Design alu_arbiter_flat, sky130hd; sources not shown.
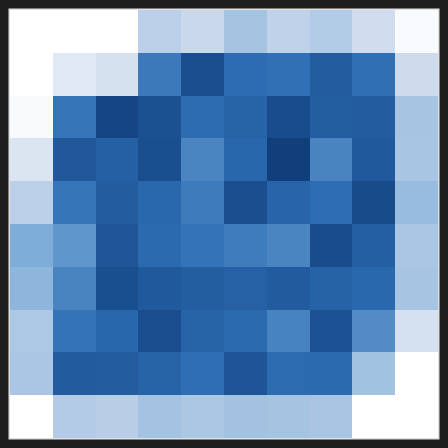
*Cell area per tile*
10 x 10 tiles, from white (low) to dark blue (high), 0 to 100% covered.
fullest tile: 94%
mean over tiles: 57%
emptiest ninth of the die: top left
Pre-Place Util: 55.0%
core area: 0.00781 mm²
post-layout util: 71.9%

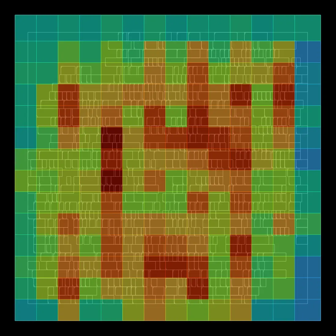
*Routing congestion map*
M3 GR Usage: 5.50%
GRT Util Overall: 24.7%
wire length per cell: 14.4 µm

==> changes_impl.md <==
### Metrics

- Vias/cell: 5.33
- RSZ-0062 raised after global routing: false
- Kind of critical path: flop to primary output
- Switching pwr: between 0.0008 and 0.0009 W
- Top comb family, area: simple AND/OR/NAND/NOR gates
- Dominant synthesized flop cell: dfxtp_1
- Hpwl dp: about 8.4 mm
- Via count: ~4500
- Post-synthesis to final-layout area growth: 30.6%
- Cells after Synth: 649
- I/O Pins: between 100 and 150
- Library cells used by synthesis: 38
- Rows: 32
- Cts repair resizes: 1
- MUX area fraction: 0%
- Leakage: 2.51 nW
- Synthesis area per yosys: between 0.004 and 0.005 mm²
- Overall die height: 98.1 µm
- Worst path top cell family by delay: buffers and inverters
- Comb pwr share: between 20% and 30%
- Worst VDD drop: 0.320 mV
- Die ar.: between 0.009 and 0.01 mm²
- CP Max Fanout: 9
- Total Wirelength: between 10 and 15 mm
- Slowest CP cell: clkdlybuf4s50_1
- Share of layout cells above drive strength 1: 5.77%
- Crit path DAT: 2610 ps
- Status: finished, final reports clean
- PD cells: 462 mW/mm²
==> cells in the mapped netlist, types with 5 or more instances <==
master / n / area, µm²
nor2_1: 74 / 278
buf_2: 7 / 35.0
buf_1: 5 / 18.8
inv_1: 105 / 394
clkbuf_1: 14 / 52.6
inv_2: 6 / 22.5
nand3b_1: 5 / 37.5
nand2_1: 152 / 571
a21oi_1: 61 / 305
nand3_1: 20 / 100
o21ai_0: 38 / 190
dfxtp_1: 80 / 1600
nand4_1: 33 / 206
buf_6: 5 / 56.3
==> final cells by class <==
class	count	share of cell area [%]
clock buffer	10	2.45
timing repair buffer	112	19.9
clock inverter	6	1.63
multi-input combinational	426	37.8
sequential	80	28.5
inverter	111	7.42
tap	102	2.27
Power and IR drop assume default switching activity.
